===== src/rtl/alu_arbiter.sv =====
// alu_arbiter: shares one breadboard ALU between two requesters.
// Operations are granted round-robin over valid/ready handshakes.
// An optional lock keeps accumulator-chained sequences on one requester.
// Each grant is issued to the ALU for one cycle, then held for LAT wait cycles.
// The accumulator and error flags are then captured into a tagged response.
module alu_arbiter #(
  parameter int N        = 16,
  parameter int LAT      = 1,
  parameter int MAX_LOCK = 4
) (
  input  logic             CLK,
  input  logic             RST,
  input  logic             req0_valid,
  output logic             req0_ready,
  input  logic [4:0]       req0_cmd,
  input  logic [N-1:0]     req0_a,
  input  logic [N-1:0]     req0_b,
  input  logic             req0_lock,
  input  logic             req1_valid,
  output logic             req1_ready,
  input  logic [4:0]       req1_cmd,
  input  logic [N-1:0]     req1_a,
  input  logic [N-1:0]     req1_b,
  input  logic             req1_lock,
  output logic [N-1:0]     alu_A,
  output logic [N-1:0]     alu_B,
  output logic [4:0]       alu_CMD,
  output logic             alu_noOp,
  output logic             alu_RST,
  input  logic [2*N-1:0]   alu_AcumOut,
  input  logic             alu_overflow,
  input  logic             alu_divByZero,
  output logic             rsp_valid,
  output logic             rsp_id,
  output logic [2*N-1:0]   rsp_data,
  output logic             rsp_ovf,
  output logic             rsp_dbz,
  output logic             busy
);

  localparam int LCW        = $clog2(MAX_LOCK + 1);
  localparam int WCW        = (LAT > 1) ? $clog2(LAT + 1) : 1;
  localparam int IDLE_LIMIT = 4;

  typedef enum logic [1:0] {S_INIT, S_IDLE, S_ISSUE, S_WAIT} state_t;

  state_t           state_q, state_d;
  logic [4:0]       cmd_q, cmd_d;
  logic [N-1:0]     a_q, a_d;
  logic [N-1:0]     b_q, b_d;
  logic             id_q, id_d;
  logic             last_q, last_d;
  logic             lock_q, lock_d;
  logic             owner_q, owner_d;
  logic [LCW-1:0]   lock_cnt_q, lock_cnt_d;
  logic [2:0]       idle_cnt_q, idle_cnt_d;
  logic [WCW-1:0]   wait_cnt_q, wait_cnt_d;
  logic             rsp_valid_q, rsp_valid_d;
  logic             rsp_id_q, rsp_id_d;
  logic [2*N-1:0]   rsp_data_q, rsp_data_d;
  logic             rsp_ovf_q, rsp_ovf_d;
  logic             rsp_dbz_q, rsp_dbz_d;

  logic             grant_valid;
  logic             grant_id;
  logic             grant_lock;
  logic             idle_open;
  logic             handshake;
  logic             owner_valid;
  logic [LCW-1:0]   lock_cnt_next;

  // Pick the winner: the lock owner only, otherwise a lone requester or the one not served last.
  always_comb begin
    grant_valid = 1'b0;
    grant_id    = 1'b0;
    if (lock_q) begin
      grant_valid = owner_q ? req1_valid : req0_valid;
      grant_id    = owner_q;
    end else if (req0_valid && req1_valid) begin
      grant_valid = 1'b1;
      grant_id    = ~last_q;
    end else if (req0_valid) begin
      grant_valid = 1'b1;
      grant_id    = 1'b0;
    end else if (req1_valid) begin
      grant_valid = 1'b1;
      grant_id    = 1'b1;
    end
  end

  assign idle_open   = (state_q == S_IDLE) && !RST;
  assign handshake   = idle_open && grant_valid;
  assign req0_ready  = handshake && !grant_id;
  assign req1_ready  = handshake && grant_id;
  assign grant_lock  = grant_id ? req1_lock : req0_lock;
  assign owner_valid = owner_q ? req1_valid : req0_valid;

  // Sequencer next state: latch grants, run the issue/wait timing, capture results, track the lock.
  always_comb begin
    state_d       = state_q;
    cmd_d         = cmd_q;
    a_d           = a_q;
    b_d           = b_q;
    id_d          = id_q;
    last_d        = last_q;
    lock_d        = lock_q;
    owner_d       = owner_q;
    lock_cnt_d    = lock_cnt_q;
    idle_cnt_d    = idle_cnt_q;
    wait_cnt_d    = wait_cnt_q;
    rsp_valid_d   = 1'b0;
    rsp_id_d      = rsp_id_q;
    rsp_data_d    = rsp_data_q;
    rsp_ovf_d     = rsp_ovf_q;
    rsp_dbz_d     = rsp_dbz_q;
    lock_cnt_next = '0;
    case (state_q)
      S_INIT: begin
        state_d = S_IDLE;
      end
      S_IDLE: begin
        if (handshake) begin
          cmd_d      = grant_id ? req1_cmd : req0_cmd;
          a_d        = grant_id ? req1_a : req0_a;
          b_d        = grant_id ? req1_b : req0_b;
          id_d       = grant_id;
          last_d     = grant_id;
          idle_cnt_d = '0;
          state_d    = S_ISSUE;
          if (grant_lock) begin
            lock_cnt_next = (lock_q && (owner_q == grant_id)) ? lock_cnt_q + 1'b1 : LCW'(1);
            if (lock_cnt_next >= LCW'(MAX_LOCK)) begin
              lock_d     = 1'b0;
              lock_cnt_d = '0;
            end else begin
              lock_d     = 1'b1;
              owner_d    = grant_id;
              lock_cnt_d = lock_cnt_next;
            end
          end else begin
            lock_d     = 1'b0;
            lock_cnt_d = '0;
          end
        end else if (lock_q && !owner_valid) begin
          if (idle_cnt_q == 3'(IDLE_LIMIT - 1)) begin
            lock_d     = 1'b0;
            lock_cnt_d = '0;
            idle_cnt_d = '0;
          end else begin
            idle_cnt_d = idle_cnt_q + 1'b1;
          end
        end else begin
          idle_cnt_d = '0;
        end
      end
      S_ISSUE: begin
        wait_cnt_d = WCW'(LAT);
        state_d    = S_WAIT;
      end
      S_WAIT: begin
        if (wait_cnt_q <= WCW'(1)) begin
          rsp_valid_d = 1'b1;
          rsp_id_d    = id_q;
          rsp_data_d  = alu_AcumOut;
          rsp_ovf_d   = alu_overflow;
          rsp_dbz_d   = alu_divByZero;
          state_d     = S_IDLE;
        end else begin
          wait_cnt_d = wait_cnt_q - 1'b1;
        end
      end
      default: begin
        state_d = S_INIT;
      end
    endcase
  end

  // State registers with synchronous reset; the pointer favours req0 after reset.
  always_ff @(posedge CLK) begin
    if (RST) begin
      state_q     <= S_INIT;
      cmd_q       <= '0;
      a_q         <= '0;
      b_q         <= '0;
      id_q        <= 1'b0;
      last_q      <= 1'b1;
      lock_q      <= 1'b0;
      owner_q     <= 1'b0;
      lock_cnt_q  <= '0;
      idle_cnt_q  <= '0;
      wait_cnt_q  <= '0;
      rsp_valid_q <= 1'b0;
      rsp_id_q    <= 1'b0;
      rsp_data_q  <= '0;
      rsp_ovf_q   <= 1'b0;
      rsp_dbz_q   <= 1'b0;
    end else begin
      state_q     <= state_d;
      cmd_q       <= cmd_d;
      a_q         <= a_d;
      b_q         <= b_d;
      id_q        <= id_d;
      last_q      <= last_d;
      lock_q      <= lock_d;
      owner_q     <= owner_d;
      lock_cnt_q  <= lock_cnt_d;
      idle_cnt_q  <= idle_cnt_d;
      wait_cnt_q  <= wait_cnt_d;
      rsp_valid_q <= rsp_valid_d;
      rsp_id_q    <= rsp_id_d;
      rsp_data_q  <= rsp_data_d;
      rsp_ovf_q   <= rsp_ovf_d;
      rsp_dbz_q   <= rsp_dbz_d;
    end
  end

  // Operands come straight from the holding registers, so they stay put through WAIT.
  assign alu_A    = a_q;
  assign alu_B    = b_q;
  assign alu_CMD  = cmd_q;
  assign alu_RST  = RST || (state_q == S_INIT);
  assign alu_noOp = RST || !((state_q == S_INIT) || (state_q == S_ISSUE));
  assign busy     = (state_q == S_ISSUE) || (state_q == S_WAIT);

  assign rsp_valid = rsp_valid_q;
  assign rsp_id    = rsp_id_q;
  assign rsp_data  = rsp_data_q;
  assign rsp_ovf   = rsp_ovf_q;
  assign rsp_dbz   = rsp_dbz_q;

endmodule


===== config.mk =====
export PLATFORM = sky130hd
export DESIGN_NAME = alu_arbiter
export DESIGN_NICKNAME = d
export VERILOG_FILES = /design/src/rtl/alu_arbiter.sv
export SDC_FILE = /design/constraint.sdc
export NUM_CORES = 1
export LEC_CHECK = 0
export ABC_AREA = 1
export CELL_PAD_IN_SITES_DETAIL_PLACEMENT = 2
export CELL_PAD_IN_SITES_GLOBAL_PLACEMENT = 2
export CORE_UTILIZATION = 18
export DETAILED_ROUTE_END_ITERATION = 12
export PLACE_DENSITY_LB_ADDON = 0.1
export SYNTH_ARGS = -nofsm -noshare
export SYNTH_HDL_FRONTEND = slang
export SYNTH_SLANG_ARGS = --single-unit

===== constraint.sdc =====
create_clock -name CLK -period 1.5 [get_ports CLK]
set_input_delay 0.3 -clock CLK [delete_from_list [all_inputs] [get_ports CLK]]
set_output_delay 0.3 -clock CLK [all_outputs]
set_load 0.005 [all_outputs]

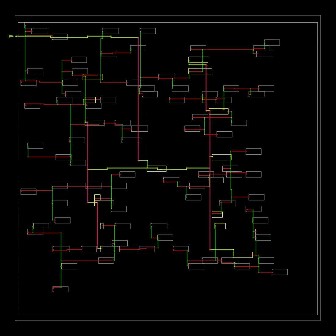
(the clock network)
power drawn by the clock network: 2.35 mW
Num CTS Buffers: 9
count of sequential standard cells: 85
Worst-Skew Late Latency: 340 ps
final clock skew: 6.93 ps

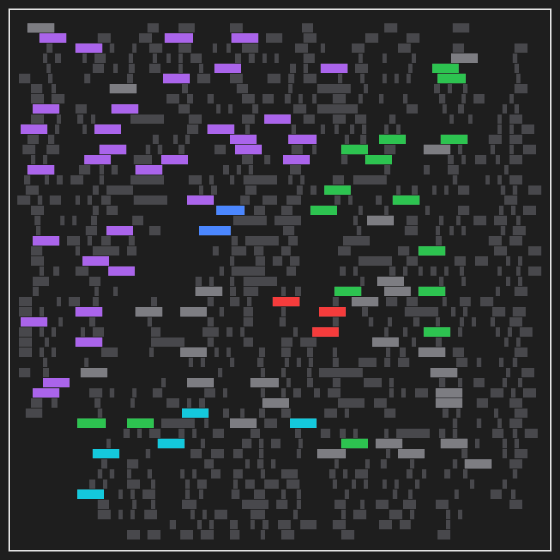
(register map, names as in the netlist)
Purple is rsp_data, sequential cells 32. Red is lock_cnt_q, sequential cells 3. Cyan is alu_CMD, sequential cells 5. Blue is state_q, sequential cells 2. Green is alu_B, sequential cells 16.
Another 27 sequential cells are not coloured.
register area: 1710 um2
flip-flop and latch power: 2.52 mW
Final Core Density: 32.8%
fraction of area in registers: 26.5%

==> summary.rpt <==
PHYSICAL IMPLEMENTATION REPORT
----------------------------------------------------
[STA]
  Worst relative slew slack ........................ 62.8%
  Fmax achieved ........................ 0.582 GHz
  Actual slew at the worst max-slew pin ........................ 558 ps
  Setup repair after global routing missed its margin ........................ yes
  Post-route setup TNS ........................ -5070 ps
  Final number of setup-violating endpoints ........................ 45
  Hold violation total from the final report ........................ 0
  Worst Hold Margin ........................ 451 ps
  Post-layout period usage ........................ 115%
  Final max-slew violation count ........................ 0
  Fin worst setup slack ........................ -219 ps

[Setup path]
  Timing startpoint of the critical path ........................ req1_valid
  Worst-path fanout max ........................ 3
  Type of the worst setup path ........................ in -> out
  Critical R2R Launch ........................ owner_q$_SDFFE_PP0P_
  CP required ........................ 1200 ps
  Register-to-Register Path Depth ........................ 8
  Data arrival time at the worst-slack endpoint ........................ 1420 ps
  Critical Path End Type ........................ output port
  Critical Path Source Type ........................ input pin

[Detailed routing]
  DRC viols ........................ 0
  Vias per cell ........................ 4.17
  Antenna-violating nets left ........................ 0
  DRC marker count from the first detailed-route iteration ........................ 52
  Detailed Routing Iterations Pass 1 ........................ 4
  Wire per inst ........................ 16.0 um

[Floorplan]
  Y dimension of the die ........................ 145 um
  Starting Density ........................ 18.6%
  Floorplan die width ........................ 145 um
  Top-Level Pins ........................ 192
  Number of rows in the core area ........................ 51
  Area of the core region ........................ 19700 um2
  Die area ........................ 21000 um2

[Min path]
  Startpoint of the lowest-slack hold path ........................ idle_cnt_q[2]$_SDFFE_PP0N_
  Kind of path behind the tightest hold check ........................ reg -> reg
  Worst hold path cell count ........................ 2

[Synthesis]
  Max-area cell share ........................ 46.3%
  Sequential area share after synthesis ........................ 46.3%
  Tally of unique sky130hd cells used after synthesis ........................ 21
  Instance tally after logic synthesis ........................ 532
  Cell Area, Synth ........................ 3670 um2
  YS chip area ........................ 3670 um2
  Synthesis warning total ........................ 0
  Most area-hungry cell type in the Yosys netlist ........................ sky130_fd_sc_hd__dfxtp_1
  Synthesized Nets ........................ 652
  Post-Syn Area per Cell ........................ 6.91 um2
  Biggest area contributors in the synthesized netlist ........................ sky130_fd_sc_hd__dfxtp_1 (46%), sky130_fd_sc_hd__nand2_1 (21%), sky130_fd_sc_hd__nor2_1 (8.1%), sky130_fd_sc_hd__a21oi_1 (6.1%), sky130_fd_sc_hd__o21ai_0 (5.2%)
  Number of standard cells reported by yosys ........................ 532
  Post-synth regs ........................ 85

[Placement]
  Cell count after placement ........................ 980
  Area of placed instances ........................ 5940 um2
  Placer's final routability congestion estimate ........................ 0.717
  Placement-stage worst setup slack ........................ -683 ps
  Count of buffers from port buffering ........................ 191
  Post-detail-place hpwl ........................ 11.3 mm

[Clock network]
  Worst-path clk slew ........................ 60 ps
  Clock tree root driver cell ........................ sky130_fd_sc_hd__clkbuf_16
  H-tree Lvls ........................ 3
  CTS sink count ........................ 85
  TritonCTS clock tree ........................ done

[Run status]
  Violated checks ........................ setup timing
  Outcome ........................ complete, but fails checks

[Flow run]
  MaxCap Viol Count ........................ 0
  Tool warnings ........................ 31

[Layout]
  Total inserted antenna cells ........................ 0
  Layout filler cell count ........................ 2299
  Fraction of layout instances using a drive strength above 1 ........................ 12.3%
  Post-layout instance area ........................ 6470 um2
  Final cell count without fillers ........................ 1007
  Net count of the finished layout ........................ 857
  Area grow syn2layout ........................ 76.1%

[GRT]
  First-pass GRT wire length ........................ 23.7 mm
  Vias in the first global route ........................ 4570
  Aggregate global-route resource usage ........................ 15.0%
  Initial antenna violation count ........................ 1
  Pin count of the biggest net entering global routing ........................ 48
  Overflow left after global routing ........................ 0

[Pwr]
  Sw frac ........................ 27.1%
  Power Density ........................ 988 nW/um2
  Internal power ........................ 4.66 mW
  Static power due to leakage ........................ 3.15 nW
  Part of the total power dissipated in sequential elements ........................ 39.4%
  Maximum ir drop on the vdd rail ........................ 0.541 mV
  Tot Pwr ........................ 6.39 mW
  Comb pwr share ........................ 23.9%
  Power dissipated by switching net loads ........................ 1.73 mW

----------------------------------------------------
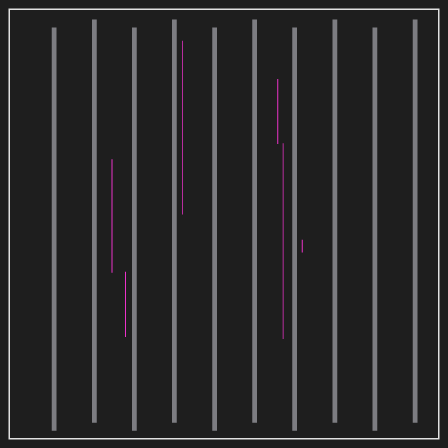
(metal 4)
Supply wires on this layer in grey.
The longest straight run is 66.0 um. The wires run mostly vertical. The layer holds 1.3% of the routed length.
via count: 4201
Detailed Route WL: 16.1 mm

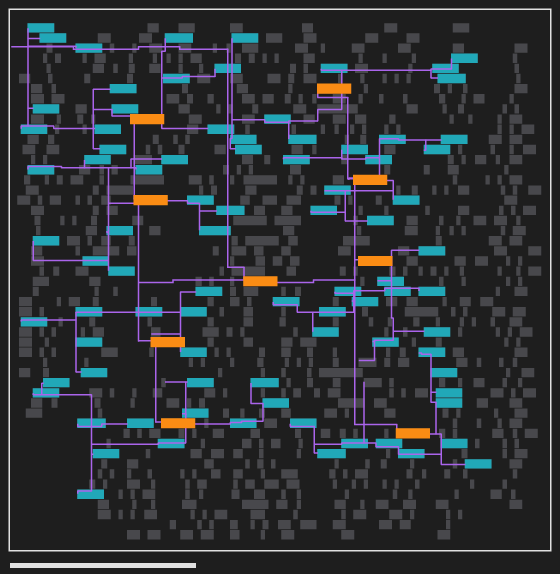
(routed clock nets over the placement)
Bar = 50 um.
Purple is clock wires, length 1380 um. Orange is clock drivers, count 9. Cyan is flip-flops, count 85.
There are 10 routed clock nets. Position of the flops: widely spread.
clock network fraction of design power: 36.8%

[cells by family after synthesis]
group | share of synthesized area (%)
fa+ha+maj | 2.04
xor+xnor | 0.238
flops | 46.3
simple gates | 32.5
buf+inv | 7.32
compound gates | 11.5
[final timing paths]
check	to	slack (ps)
worst max-delay path	req1_ready	-220
worst max register to register	alu_A[13]$_SDFFE_PP0P_	-130
worst min register to register	idle_cnt_q[2]$_SDFFE_PP0N_	450
worst min-delay path	idle_cnt_q[2]$_SDFFE_PP0N_	450
[timing repair]
action	in CTS	in global routing
hold buffers	0	0
endpoints found under the setup margin	152	93
pin swaps	4	5
gates cloned	1	2
resized	116	24
buffers inserted	5	7
[per-layer routing]
metal / share of wire, % / track usage, %
met1: 41 / 15.9
met2: 51 / 27.9
met3: 6.7 / 4.44
met4: 1.3 / 5.65
met5: 0.081 / 0
[placed cells by master, fill, tap and decap left out, types with 11 or more instances in the layout]
cell type,synthesis,final
sky130_fd_sc_hd__nand2_1,209,206
sky130_fd_sc_hd__clkdlybuf4s50_1,0,111
sky130_fd_sc_hd__nor2_1,79,78
sky130_fd_sc_hd__dfxtp_1,85,77
sky130_fd_sc_hd__dlygate4sd2_1,0,65
sky130_fd_sc_hd__a21oi_1,45,44
sky130_fd_sc_hd__o21ai_0,38,37
sky130_fd_sc_hd__buf_4,4,28
sky130_fd_sc_hd__nand3_1,12,12
sky130_fd_sc_hd__clkbuf_16,0,11
[state kept, by name, summed over array words and instances, names as in the netlist, 2 cells and up]
| register | flops |
|---|---|
| rsp_data | 32 |
| lock_cnt_q | 3 |
| alu_CMD | 5 |
| idle_cnt_q | 3 |
| alu_A | 16 |
| state_q | 2 |
| alu_B | 16 |
[worst max-delay path, cell delays in order]
cell	delay, ps
sky130_fd_sc_hd__clkdlybuf4s50_1	560
sky130_fd_sc_hd__nand2_1	80
sky130_fd_sc_hd__nand3_1	120
sky130_fd_sc_hd__nand2_2	90
sky130_fd_sc_hd__inv_2	70
sky130_fd_sc_hd__nand2_2	60
sky130_fd_sc_hd__inv_2	50
sky130_fd_sc_hd__buf_6	80
[cell usage after synthesis, drive strengths merged]
library cell / number
xnor2: 1
or2: 2
a21oi: 46
nand3: 13
o21ai: 38
nand2: 211
inv: 13
nor2: 80
dfxtp: 85
clkinv: 1
nand3b: 1
buf: 20
clkbuf: 15
ha: 6
[power groups by stage]
stage	Sequential [mW]	Combinational [mW]	Clock (mW)
2_1_floorplan	2.57	0.568	0
3_3_place_gp	2.56	1.43	0
3_5_place_dp	2.57	1.47	0
4_1_cts	2.52	1.47	2.47
5_1_grt	2.54	1.69	2.56
6_report	2.52	1.52	2.35
[cell type report]
class / count / area (um2) / share of cell area, %
Inverter: 14 / 58.8 / 0.909
Sequential cell: 85 / 1710 / 26.5
Timing Repair Buffer: 229 / 2270 / 35.0
Clock inverter: 3 / 42.5 / 0.658
Multi-Input combinational cell: 398 / 1790 / 27.6
Clock buffer: 13 / 270 / 4.18
Tap cell: 265 / 332 / 5.13
Power figures rest on the tool's default switching activity, not on a simulated workload.
